==> config.mk <==
export PLATFORM = sky130hd
export DESIGN_NAME = uart_tx_responder_flat
export DESIGN_NICKNAME = d
export VERILOG_FILES = /design/src/rtl/uart_tx_responder_if.sv /design/src/rtl/uart_tx_responder.sv /design/src/flat_wrapper.sv
export SDC_FILE = /design/constraint.sdc
export NUM_CORES = 1
export LEC_CHECK = 0
export CAP_MARGIN = 30
export CORE_MARGIN = 2
export CORE_UTILIZATION = 50
export DETAILED_ROUTE_END_ITERATION = 8
export GPL_TIMING_DRIVEN = 0
export PLACE_DENSITY = 0.8
export SYNTH_ARGS = -nofsm -noshare
export SYNTH_HDL_FRONTEND = slang
export SYNTH_SLANG_ARGS = --single-unit
==> constraint.sdc <==
create_clock -name clk -period 3.2 [get_ports clk]
set_clock_uncertainty 0.05 [all_clocks]
set_input_delay 0.48 -clock clk [delete_from_list [all_inputs] [get_ports clk]]
set_output_delay 0.48 -clock clk [all_outputs]
set_load 0.01 [all_outputs]
==> src/rtl/uart_tx_responder_if.sv <==
// Bus-side handshake bundle between the CPU IO decode and uart_tx_responder.
// The CPU side drives select, address, write mask/data and the read strobe.
// The device side answers with read data and the two busy flags.
interface uart_tx_responder_if;
   logic        cs;
   logic [1:0]  addr;
   logic [3:0]  wmask;
   logic [31:0] wdata;
   logic        rstrb;
   logic [31:0] rdata;
   logic        rbusy;
   logic        wbusy;

   modport master (
      output cs, addr, wmask, wdata, rstrb,
      input  rdata, rbusy, wbusy
   );

   modport slave (
      input  cs, addr, wmask, wdata, rstrb,
      output rdata, rbusy, wbusy
   );
endinterface

==> src/rtl/uart_tx_responder.sv <==
// uart_tx_responder: memory-mapped 8N1 UART transmitter for the IO region.
// The CPU writes bytes into a small circular FIFO. A four-state FSM pops
// bytes and shifts them out LSB first, at DIV clocks per bit.
// A write to a full FIFO parks the byte in a one-entry pending register and
// raises wbusy until a pop frees a slot.
// DIV is rounded from CLK_HZ/BAUD and must be at least 2.
// FIFO_DEPTH must be a power of two and at least 2.
module uart_tx_responder #(
   parameter int CLK_HZ     = 10_000_000,
   parameter int BAUD       = 115_200,
   parameter int FIFO_DEPTH = 8
) (
   input  logic               clk,
   input  logic               reset,
   uart_tx_responder_if.slave bus,
   output logic               tx_out,
   output logic               irq
);

   localparam int DIV  = (CLK_HZ + BAUD / 2) / BAUD;
   localparam int CW   = $clog2(DIV);
   localparam int PW   = $clog2(FIFO_DEPTH);
   localparam int CNTW = PW + 1;

   localparam logic [CW-1:0]   DIV_M1  = CW'(DIV - 1);
   localparam logic [CNTW-1:0] DEPTH_C = CNTW'(FIFO_DEPTH);

   localparam logic [1:0] A_DATA   = 2'd0;
   localparam logic [1:0] A_STATUS = 2'd1;
   localparam logic [1:0] A_CTRL   = 2'd2;

   typedef enum logic [1:0] {
      S_IDLE,
      S_START,
      S_DATA,
      S_STOP
   } tx_state_t;

   // FIFO storage and bookkeeping
   logic [7:0]      mem [FIFO_DEPTH];
   logic [PW-1:0]   wr_ptr;
   logic [PW-1:0]   rd_ptr;
   logic [CNTW-1:0] count;
   logic            empty;
   logic            full;

   // Pending write parked while the FIFO is full
   logic            pend_valid;
   logic [7:0]      pend_byte;

   // Control and read-side registers
   logic            irq_en;
   logic            rbusy_q;
   logic [31:0]     rdata_q;
   logic [31:0]     rd_value;
   logic [31:0]     status_word;
   logic [3:0]      cnt_sat;

   // Transmitter state
   tx_state_t       state;
   tx_state_t       state_nx;
   logic [CW-1:0]   baud_cnt;
   logic [CW-1:0]   baud_nx;
   logic [2:0]      bit_idx;
   logic [2:0]      bit_nx;
   logic [7:0]      shreg;
   logic [7:0]      shreg_nx;
   logic            tx_nx;
   logic            tx_active;

   // Request decode and FIFO control strobes
   logic            wr_req;
   logic            data_wr;
   logic            ctrl_wr;
   logic            flush;
   logic            can_pop;
   logic            pop;
   logic            push_direct;
   logic            push_pend;
   logic            push;
   logic            latch_pend;
   logic [7:0]      push_byte;

   // Upper write-data bits carry nothing for this device.
   logic            unused_wdata;
   assign unused_wdata = ^bus.wdata[31:8];

   assign empty     = (count == '0);
   assign full      = (count == DEPTH_C);
   assign tx_active = (state != S_IDLE);

   // While a byte is pending the CPU is held off, so every write is dropped.
   assign wr_req  = bus.cs & (|bus.wmask) & ~pend_valid;
   assign data_wr = wr_req & (bus.addr == A_DATA) & bus.wmask[0];
   assign ctrl_wr = wr_req & (bus.addr == A_CTRL) & bus.wmask[0];
   assign flush   = ctrl_wr & bus.wdata[1];

   // A flush in the same cycle suppresses the pop, so nothing queued escapes.
   assign can_pop = ~empty & ~flush;

   // A direct write may land on a full FIFO when a pop frees the slot this cycle.
   assign push_direct = data_wr & (~full | pop);
   assign push_pend   = pend_valid & (~full | pop);
   assign push        = (push_direct | push_pend) & ~flush;
   assign push_byte   = pend_valid ? pend_byte : bus.wdata[7:0];
   assign latch_pend  = data_wr & full & ~pop;

   // STATUS view; the count field saturates so deep FIFOs still fit the nibble.
   assign cnt_sat     = (32'(count) > 32'd15) ? 4'd15 : 4'(count);
   assign status_word = {24'b0, cnt_sat, irq_en, tx_active, full, empty};

   // Select the register value captured by a read request.
   // NOTE: every always_comb output gets a default first, so no path can
   // leave it unassigned and infer a latch.
   always_comb begin
      rd_value = '0;
      case (bus.addr)
         A_STATUS: rd_value = status_word;
         A_CTRL:   rd_value = {31'b0, irq_en};
         default:  rd_value = '0;
      endcase
   end

   // FIFO storage write port.
   // NOTE: the storage array has no reset; count gates every read, so stale
   // contents are never observed and the array can map to plain RAM.
   always_ff @(posedge clk) begin
      if (push) begin
         mem[wr_ptr] <= push_byte;
      end
   end

   // FIFO pointers and occupancy; flush wins over any push.
   // NOTE: sequential state uses non-blocking assignments so every register
   // samples pre-edge values regardless of block ordering.
   always_ff @(posedge clk) begin
      if (!reset) begin
         wr_ptr <= '0;
         rd_ptr <= '0;
         count  <= '0;
      end else if (flush) begin
         wr_ptr <= '0;
         rd_ptr <= '0;
         count  <= '0;
      end else begin
         if (push) begin
            wr_ptr <= wr_ptr + 1'b1;
         end
         if (pop) begin
            rd_ptr <= rd_ptr + 1'b1;
         end
         case ({push, pop})
            2'b10:   count <= count + 1'b1;
            2'b01:   count <= count - 1'b1;
            default: count <= count;
         endcase
      end
   end

   // Pending write register: parks a byte aimed at a full FIFO, drives wbusy.
   always_ff @(posedge clk) begin
      if (!reset) begin
         pend_valid <= 1'b0;
         pend_byte  <= '0;
      end else if (flush) begin
         pend_valid <= 1'b0;
      end else if (latch_pend) begin
         pend_valid <= 1'b1;
         pend_byte  <= bus.wdata[7:0];
      end else if (push_pend) begin
         pend_valid <= 1'b0;
      end
   end

   // Control register and the registered drain interrupt.
   always_ff @(posedge clk) begin
      if (!reset) begin
         irq_en <= 1'b0;
         irq    <= 1'b0;
      end else begin
         if (ctrl_wr) begin
            irq_en <= bus.wdata[0];
         end
         irq <= irq_en & empty & ~tx_active;
      end
   end

   // Two-cycle read handshake: capture and flag busy, then release busy.
   always_ff @(posedge clk) begin
      if (!reset) begin
         rbusy_q <= 1'b0;
         rdata_q <= '0;
      end else if (rbusy_q) begin
         rbusy_q <= 1'b0;
      end else if (bus.cs && bus.rstrb) begin
         rbusy_q <= 1'b1;
         rdata_q <= rd_value;
      end
   end

   assign bus.rbusy = rbusy_q;
   assign bus.rdata = rdata_q;
   assign bus.wbusy = pend_valid;

   // Transmitter registers, including the registered line output.
   always_ff @(posedge clk) begin
      if (!reset) begin
         state    <= S_IDLE;
         baud_cnt <= '0;
         bit_idx  <= '0;
         shreg    <= '0;
         tx_out   <= 1'b1;
      end else begin
         state    <= state_nx;
         baud_cnt <= baud_nx;
         bit_idx  <= bit_nx;
         shreg    <= shreg_nx;
         tx_out   <= tx_nx;
      end
   end

   // Transmitter next state: the line level is chosen together with the state,
   // so each bit period starts on the same edge as its state change.
   always_comb begin
      state_nx = state;
      baud_nx  = baud_cnt;
      bit_nx   = bit_idx;
      shreg_nx = shreg;
      tx_nx    = tx_out;
      pop      = 1'b0;

      case (state)
         S_IDLE: begin
            tx_nx = 1'b1;
            if (can_pop) begin
               pop      = 1'b1;
               shreg_nx = mem[rd_ptr];
               baud_nx  = DIV_M1;
               state_nx = S_START;
               tx_nx    = 1'b0;
            end
         end

         S_START: begin
            if (baud_cnt == '0) begin
               baud_nx  = DIV_M1;
               bit_nx   = 3'd0;
               state_nx = S_DATA;
               tx_nx    = shreg[0];
            end else begin
               baud_nx = baud_cnt - 1'b1;
            end
         end

         S_DATA: begin
            if (baud_cnt == '0) begin
               baud_nx = DIV_M1;
               if (bit_idx == 3'd7) begin
                  state_nx = S_STOP;
                  tx_nx    = 1'b1;
               end else begin
                  bit_nx   = bit_idx + 1'b1;
                  shreg_nx = {1'b0, shreg[7:1]};
                  tx_nx    = shreg[1];
               end
            end else begin
               baud_nx = baud_cnt - 1'b1;
            end
         end

         S_STOP: begin
            if (baud_cnt == '0) begin
               if (can_pop) begin
                  // Back-to-back frame: next start bit follows with no idle gap.
                  pop      = 1'b1;
                  shreg_nx = mem[rd_ptr];
                  baud_nx  = DIV_M1;
                  state_nx = S_START;
                  tx_nx    = 1'b0;
               end else begin
                  state_nx = S_IDLE;
                  tx_nx    = 1'b1;
               end
            end else begin
               baud_nx = baud_cnt - 1'b1;
            end
         end

         default: begin
            state_nx = S_IDLE;
            tx_nx    = 1'b1;
         end
      endcase
   end

endmodule
==> src/flat_wrapper.sv <==
// flat-port wrapper written by rule: the top's interface ports become plain ports
module uart_tx_responder_flat 
#(
   parameter int CLK_HZ     = 10_000_000,
   parameter int BAUD       = 115_200,
   parameter int FIFO_DEPTH = 8
)
  (clk, reset, tx_out, irq, bus_cs, bus_addr, bus_wmask, bus_wdata, bus_rstrb, bus_rdata, bus_rbusy, bus_wbusy);
  uart_tx_responder_if bus_i ();
  input  logic clk;
  input  logic reset;
  output logic tx_out;
  output logic irq;
  input wire logic [$bits(bus_i.cs)-1:0] bus_cs;
  input wire logic [$bits(bus_i.addr)-1:0] bus_addr;
  input wire logic [$bits(bus_i.wmask)-1:0] bus_wmask;
  input wire logic [$bits(bus_i.wdata)-1:0] bus_wdata;
  input wire logic [$bits(bus_i.rstrb)-1:0] bus_rstrb;
  output wire logic [$bits(bus_i.rdata)-1:0] bus_rdata;
  output wire logic [$bits(bus_i.rbusy)-1:0] bus_rbusy;
  output wire logic [$bits(bus_i.wbusy)-1:0] bus_wbusy;
  assign bus_i.cs = bus_cs;
  assign bus_i.addr = bus_addr;
  assign bus_i.wmask = bus_wmask;
  assign bus_i.wdata = bus_wdata;
  assign bus_i.rstrb = bus_rstrb;
  assign bus_rdata = bus_i.rdata;
  assign bus_rbusy = bus_i.rbusy;
  assign bus_wbusy = bus_i.wbusy;
  uart_tx_responder #(.CLK_HZ(CLK_HZ), .BAUD(BAUD), .FIFO_DEPTH(FIFO_DEPTH)) u_core (.clk(clk), .reset(reset), .bus(bus_i), .tx_out(tx_out), .irq(irq));
endmodule
run_1/clk_routes.png
The bar under the picture is 20 µm long.
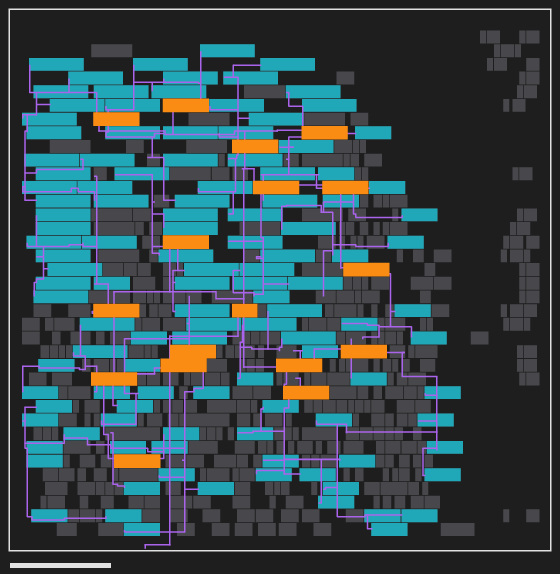
[purple] clock wires | length: 1,430 µm
[cyan] flip-flops | count: 118
[orange] clock drivers | count: 17
routed clock nets: 18

run_1/clocks.png
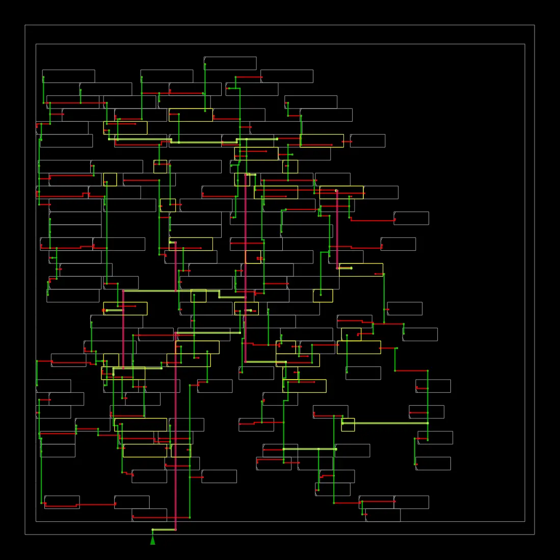
P_clk: 1.83 mW
Num CTS Buffers: 17
clock sinks: 118
Seq Cell Count: 118

==> Changelog: implementation, run 1 <==
## Implementation

* Register share of the cell area at 45.8%
* Max reg flops at 64
* Comb/total area at 32.8%
* H-tree levels at 4
* Logic area at around 2100 µm²
* Internal power at 3.39 mW
* Multi-input gate count at 279
* Layout cell share with drive strength beyond 1 at 23.7%
* R2R cell count at 9
* Sw frac at about a third
* Port Buffers at 26
* Reg with most FFs: u_core.mem
* Worst IR Drop VDD at 0.569 mV
* Worst Path Arrival at 3220 ps
* Status: completed
* Total congestion overflow at 0
* Total power at 5.02 mW
* Most frequent logic cell in the layout: edfxtp_1
* Static leakage at 2.37 nW
* HP Start: u_core.pend_byte[5]
* Maxcap violations at 0
* Clock power frac at 36.5%
* Antenna viol nets, final at 0
* DRT iter0 DRCs at 292
* Non-clk buf share at 9.40%
* Period minus WS final at 3040 ps
* Area after DPL at 5900 µm²
* OpenROAD warning count at 59
* Fillers at 751
* R2R setup slack at approximately 160 ps
* Max Fclk at around 330 MHz
* Routing usage on met3 at 4.60%
* Top Layout Cells: edfxtp_1 (64), dfxtp_1 (54), nor2_1 (37)
* Period utilisation layout at a little over nine tenths
* CTS clk-pin slew, worst paths at 60 ps
* Post-Syn Instances at 427
* EDFF count, synth at 64
* Xor/xnor share of the synthesized area at 1.31%
* Hpwl dp at 7650 µm
* Max_slew headroom at 40.6%
* Cell repeated most along the worst path: buf_4
* P_comb at 1.39 mW
* FFs w/ async S/R, synth at 0%
* Mapped Area at ~5300 µm²
* Final instance area at 6550 µm²
* Max Buffers Root-to-Sink at 2
* GPL Wtd Cong at 0.819
* Pre-Repair DR Iteration Count at 5
* N_diodes at 0
* Sequence of cells on the critical path: inv_1 > ha_2 > inv_2 > nand4_1 > a21oi_4 > buf_4 > nand2_1 > nor3_1 > buf_4
* Seq group at 1.80 mW
* Total Wirelength at 11,500 µm
* CP startpoint kind: register
* Pwr Density at 766 nW/µm²
* Die W at 107 µm
* I/O pins at 78
* Slew Limit Fails at 0
* Fin cells at 654
* Hold Crit Class: reg2reg
* Synth Warn # at 0
run_1/sizes.png
The bar under the picture is 20 µm long.
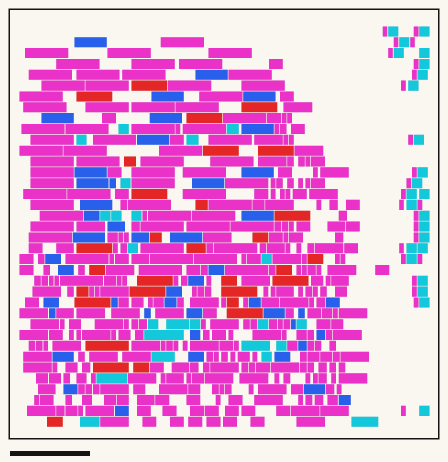
| colour | size | cells | share | most used |
|---|---|---|---|---|
| blue | _2 cells | 46 | 8.9% | mux4_2 |
| magenta | _0 and _1 cells | 395 | 76% | edfxtp_1 |
| red | _6 and larger | 30 | 5.8% | clkbuf_16 |
| cyan | _3 and _4 cells | 47 | 9.1% | buf_4 |

run_1/layer_met4.png
Supply wires on this layer in grey.
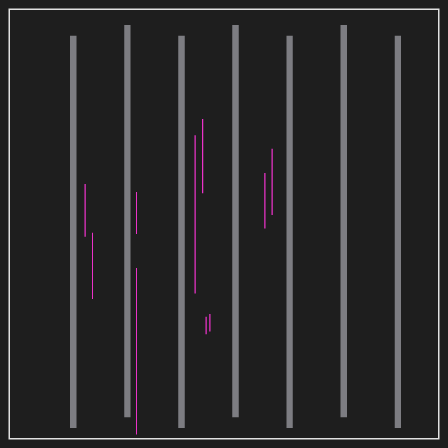
wire length on this layer: 177 µm
nets with wire on the layer: 7
share of all routed wire: 1.5%

run_1/flops_by_reg.png
Other sequential cells in the stronger grey, the rest of the logic in the fainter grey.
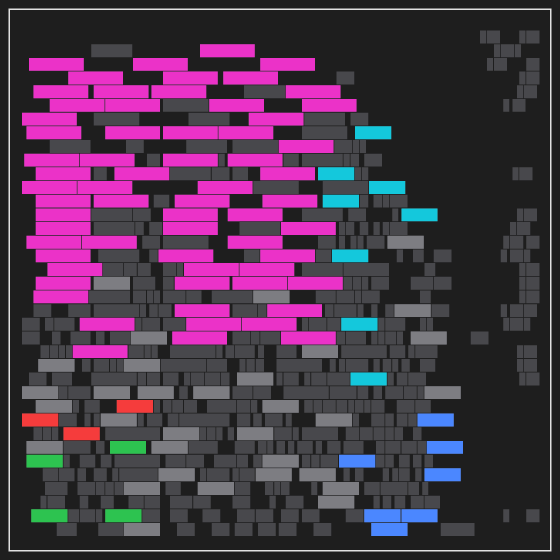

==> run 2, diff against run 1 <==
- CORE_MARGIN: 2 -> not set
- clock period: 3.2 -> 3.9 ns (I/O delays scaled with it)
run_2/flops_by_reg.png
Other sequential cells in the stronger grey, the rest of the logic in the fainter grey.
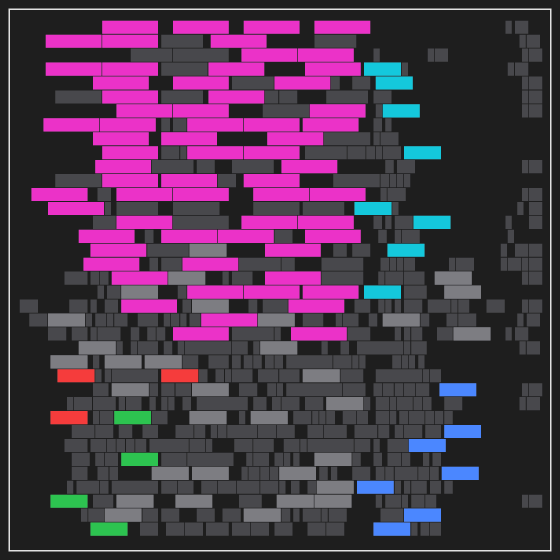
| colour | netlist name | flops |
|---|---|---|
| cyan | u_core.shreg | 8 |
| green | u_core.cnt_sat | 4 |
| magenta | u_core.mem | 64 |
| red | u_core.rd_ptr | 3 |
| blue | u_core.baud_cnt | 7 |
not coloured: 32

run_2/clocks.png
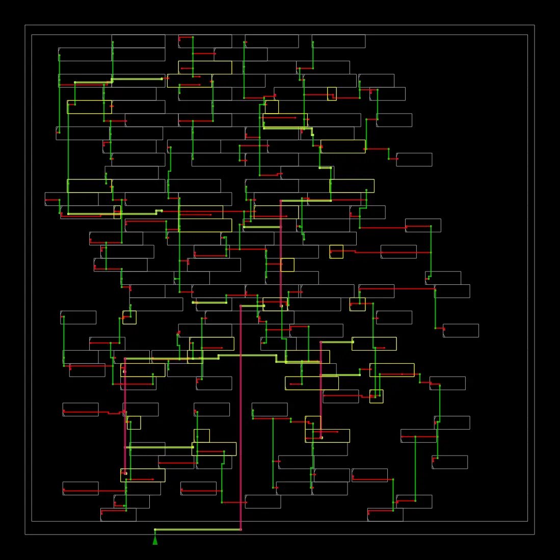
clock buffer count: 17
Worst-Skew Late Latency: 520 ps
P_clk: 1.55 mW

==> Changelog: implementation, run 2 <==
## Implementation

* Status: completed
* R2R setup slack at 700 ps (+540 ps)
* Top Layout Cells: edfxtp_1 (64), dfxtp_1 (54), nor2_1 (37)
* Non-clk buf share at 8.72% (-0.68 points)
* Max Buffers Root-to-Sink at 2 (unchanged)
* Register share of the cell area at 46.3% (+0.45 points)
* Max_slew headroom at 40.0% (-0.68 points)
* Sw frac at 30.4% (-2.0 points)
* Final instance area at 6490 µm² (-0.97%)
* Max reg flops at 64 (unchanged)
* Antenna viol nets, final at 0 (unchanged)
* HP Start: u_core.pend_byte[6]
* Internal power at 2.82 mW (-17%)
* Area after DPL at 5890 µm² (-0.13%)
* Static leakage at 2.34 nW (-1.5%)
* GPL Wtd Cong at 0.793 (-3.2%)
* Hpwl dp at 7560 µm (-1.2%)
* Total power at 4.06 mW (-19%)
* Cell repeated most along the worst path: ha_1
* H-tree levels at 4 (unchanged)
* Max Fclk at approximately 290 MHz
* Pwr Density at 626 nW/µm² (-18%)
* Slew Limit Fails at 0 (unchanged)
* OpenROAD warning count at 59 (unchanged)
* DRT iter0 DRCs at 291 (-0.34%)
* I/O pins at 78 (unchanged)
* Port Buffers at 26 (unchanged)
* Worst Path Arrival at 3820 ps (+600 ps)
* Most frequent logic cell in the layout: edfxtp_1
* Fin cells at 648 (-0.92%)
* Xor/xnor share of the synthesized area at 1.31% (unchanged)
* Die W at 105 µm (-1.9%)
* Seq Cell Count at 118 (unchanged)
* R2R cell count at 13 (+4)
* Num CTS Buffers at 17 (unchanged)
* N_diodes at 0 (unchanged)
* EDFF count, synth at 64 (unchanged)
* Sequence of cells on the critical path: clkdlybuf4s50_1 > inv_1 > ha_1 > and4b_2 > a211oi_2 > and2_1 > buf_2 > ha_1 > xor2_1 > ha_1 > a21oi_1 > xor2_1 > or3_1 > a21oi_1
* FFs w/ async S/R, synth at 0% (unchanged)
* Mapped Area at 5340 µm² (unchanged)
* Maxcap violations at 0 (unchanged)
* Seq group at 1.47 mW (-18%)
* Layout cell share with drive strength beyond 1 at 21.7% (-2.1 points)
* Worst IR Drop VDD at 0.347 mV (-39%)
* Multi-input gate count at 279 (unchanged)
* P_comb at 1.04 mW (-25%)
* Synth Warn # at 0 (unchanged)
* Clock power frac at 38.1% (+1.6 points)
run_2/sizes.png
The bar under the picture is 20 µm long.
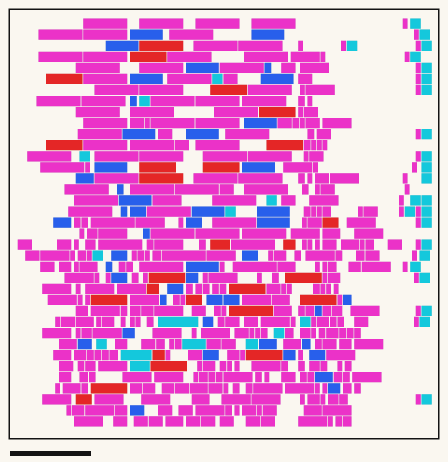

==> run 3, diff against run 2 <==
- REMOVE_ABC_BUFFERS: not set -> 1
run_3/sizes.png
The bar under the picture is 20 µm long.
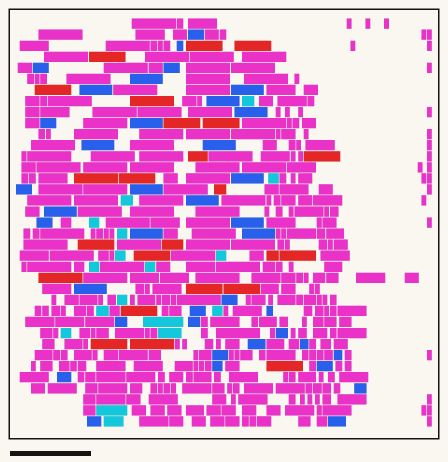
| colour | size | cells | share | most used |
|---|---|---|---|---|
| red | _6 and larger | 24 | 5.1% | clkbuf_16 |
| cyan | _3 and _4 cells | 17 | 3.6% | buf_4 |
| blue | _2 cells | 39 | 8.2% | mux4_2 |
| magenta | _0 and _1 cells | 393 | 83% | edfxtp_1 |
setup ws final: 511 ps
Layout area overhead: 17.1%
final instance area: 6260 µm²

run_3/flops_by_reg.png
Other sequential cells in the stronger grey, the rest of the logic in the fainter grey.
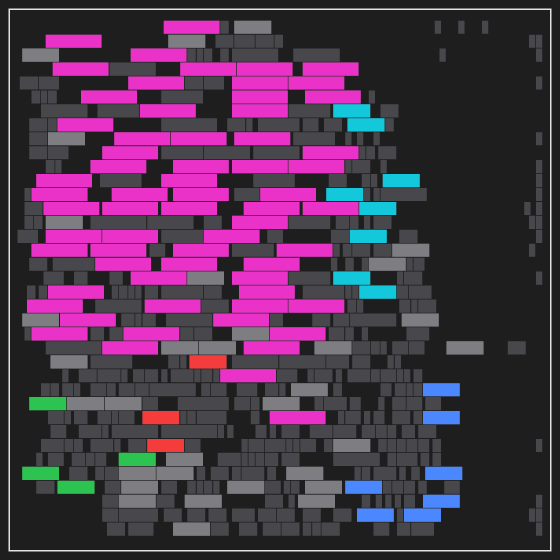
| colour | netlist name | flops |
|---|---|---|
| magenta | u_core.mem | 64 |
| green | u_core.cnt_sat | 4 |
| red | u_core.rd_ptr | 3 |
| blue | u_core.baud_cnt | 7 |
| cyan | u_core.shreg | 8 |
Seq group: 1.49 mW
Register Area: 3000 µm²
register share of the cell area: 48.0%

==> Changelog: implementation, run 3 <==
## Implementation

* Slew Limit Fails at 0 (unchanged)
* Area after DPL at 5640 µm² (-4.3%)
* P_comb at 959 µW (-8%)
* Internal power at 2.84 mW (+0.52%)
* Vias per inst at 5.68
* DRT iter0 DRCs at 292 (+0.34%)
* Static leakage at 2.18 nW (-6.5%)
* Fin cells at 609 (-6.0%)
* Port Buffers at 26 (unchanged)
* Maxcap violations at 0 (unchanged)
* HP Start: u_core.bus.rdata[2]
* Worst-path cell with the longest stage delay: clkdlybuf4s50_1
* Worst Path Arrival at 3780 ps (-40 ps)
* Max Buffers Root-to-Sink at 2 (unchanged)
* Post-synth top cells: edfxtp_1 (64), dfxtp_1 (54), nor2_1 (37)
* Top comb family, area: multiplexers
* Seq Cell Count at 118 (unchanged)
* GPL Wtd Cong at 0.801 (+1.0%)
* Number of global-route vias before repair at 3,419
* FP Rows at 37
* Worst-Skew Late Latency at 520 ps (about the same)
* Worst r2r src: u_core.bus.wbusy
* Core Density at Floorplan at 51.8%
* Worst Hold Depth at 2
* CP required at 4290 ps
* R2R cell count at 10 (-3)
* Sequence of cells on the critical path: clkdlybuf4s50_1 > inv_1 > ha_1 > and4b_2 > a211oi_2 > and2_1 > ha_1 > xor2_1 > ha_1 > a21oi_1 > xor2_1 > or3_1 > a21oi_1
* Xor/xnor share of the synthesized area at 1.31% (unchanged)
* FFs w/ async S/R, synth at 0% (unchanged)
* Clock buffer count at 17 (unchanged)
* Multi-input gate count at 279 (unchanged)
* Unique masters post-synth at 65
* Synth Warn # at 0 (unchanged)
* Clock power frac at 39.7% (+1.6 points)
* R2r endpoint: u_core.cnt_sat[2]
* Post-CTS Resized at 0
* N_diodes at 0 (unchanged)
* Non-clk buf share at 5.12% (-3.6 points)
* Pwr Density at 649 nW/µm² (+3.8%)
* Die W at 105 µm (unchanged)
* P_clk at 1.61 mW (+4%)
* Max_slew headroom at 31.9% (-8.1 points)
* OpenROAD warning count at 58 (-1.7%)
* Layout cell share with drive strength beyond 1 at 16.9% (-4.8 points)
* EDFF count, synth at 64 (unchanged)
* Cell count after placement at 577
* Num CTS Buffers at 17 (unchanged)
* I/O pins at 78 (unchanged)
* Sw frac at 30.1% (-0.31 points)
* Status: completed
* Top Layout Cells: edfxtp_1 (64), dfxtp_1 (54), nor2_1 (37)
* Most frequent logic cell in the layout: edfxtp_1
* Fillers at 770
* Gr usage total at 20.9%
* CP startpoint: bus_addr[0]
* CP max stage delay at 490 ps
* Mapped Area at 5340 µm² (unchanged)
* Total power at 4.06 mW (about the same)
* Max Fclk at 295 MHz (+1.0%)
* WHS Endpoint: u_core.bus.rdata[2]
* Pwr top: clock
* Cell repeated most along the worst path: ha_1
* Worst IR Drop VDD at 0.406 mV (+17%)
* CP Depth at 13
* Sequential power share at 36.7%
* Adder Area Share at 3.51%
* Antenna viol nets, final at 0 (unchanged)
* H-tree levels at 4 (unchanged)
* R2R setup slack at 520 ps (-180 ps)
* Syn avg cell area at ~13 µm²
* Hpwl dp at 7020 µm (-7.1%)
* Max reg flops at 64 (unchanged)
* Post-Synth AOI/OAI Area at 8.41%
* Yosys top cell by instances: edfxtp_1
Power is estimated from default activity; no workload was simulated.
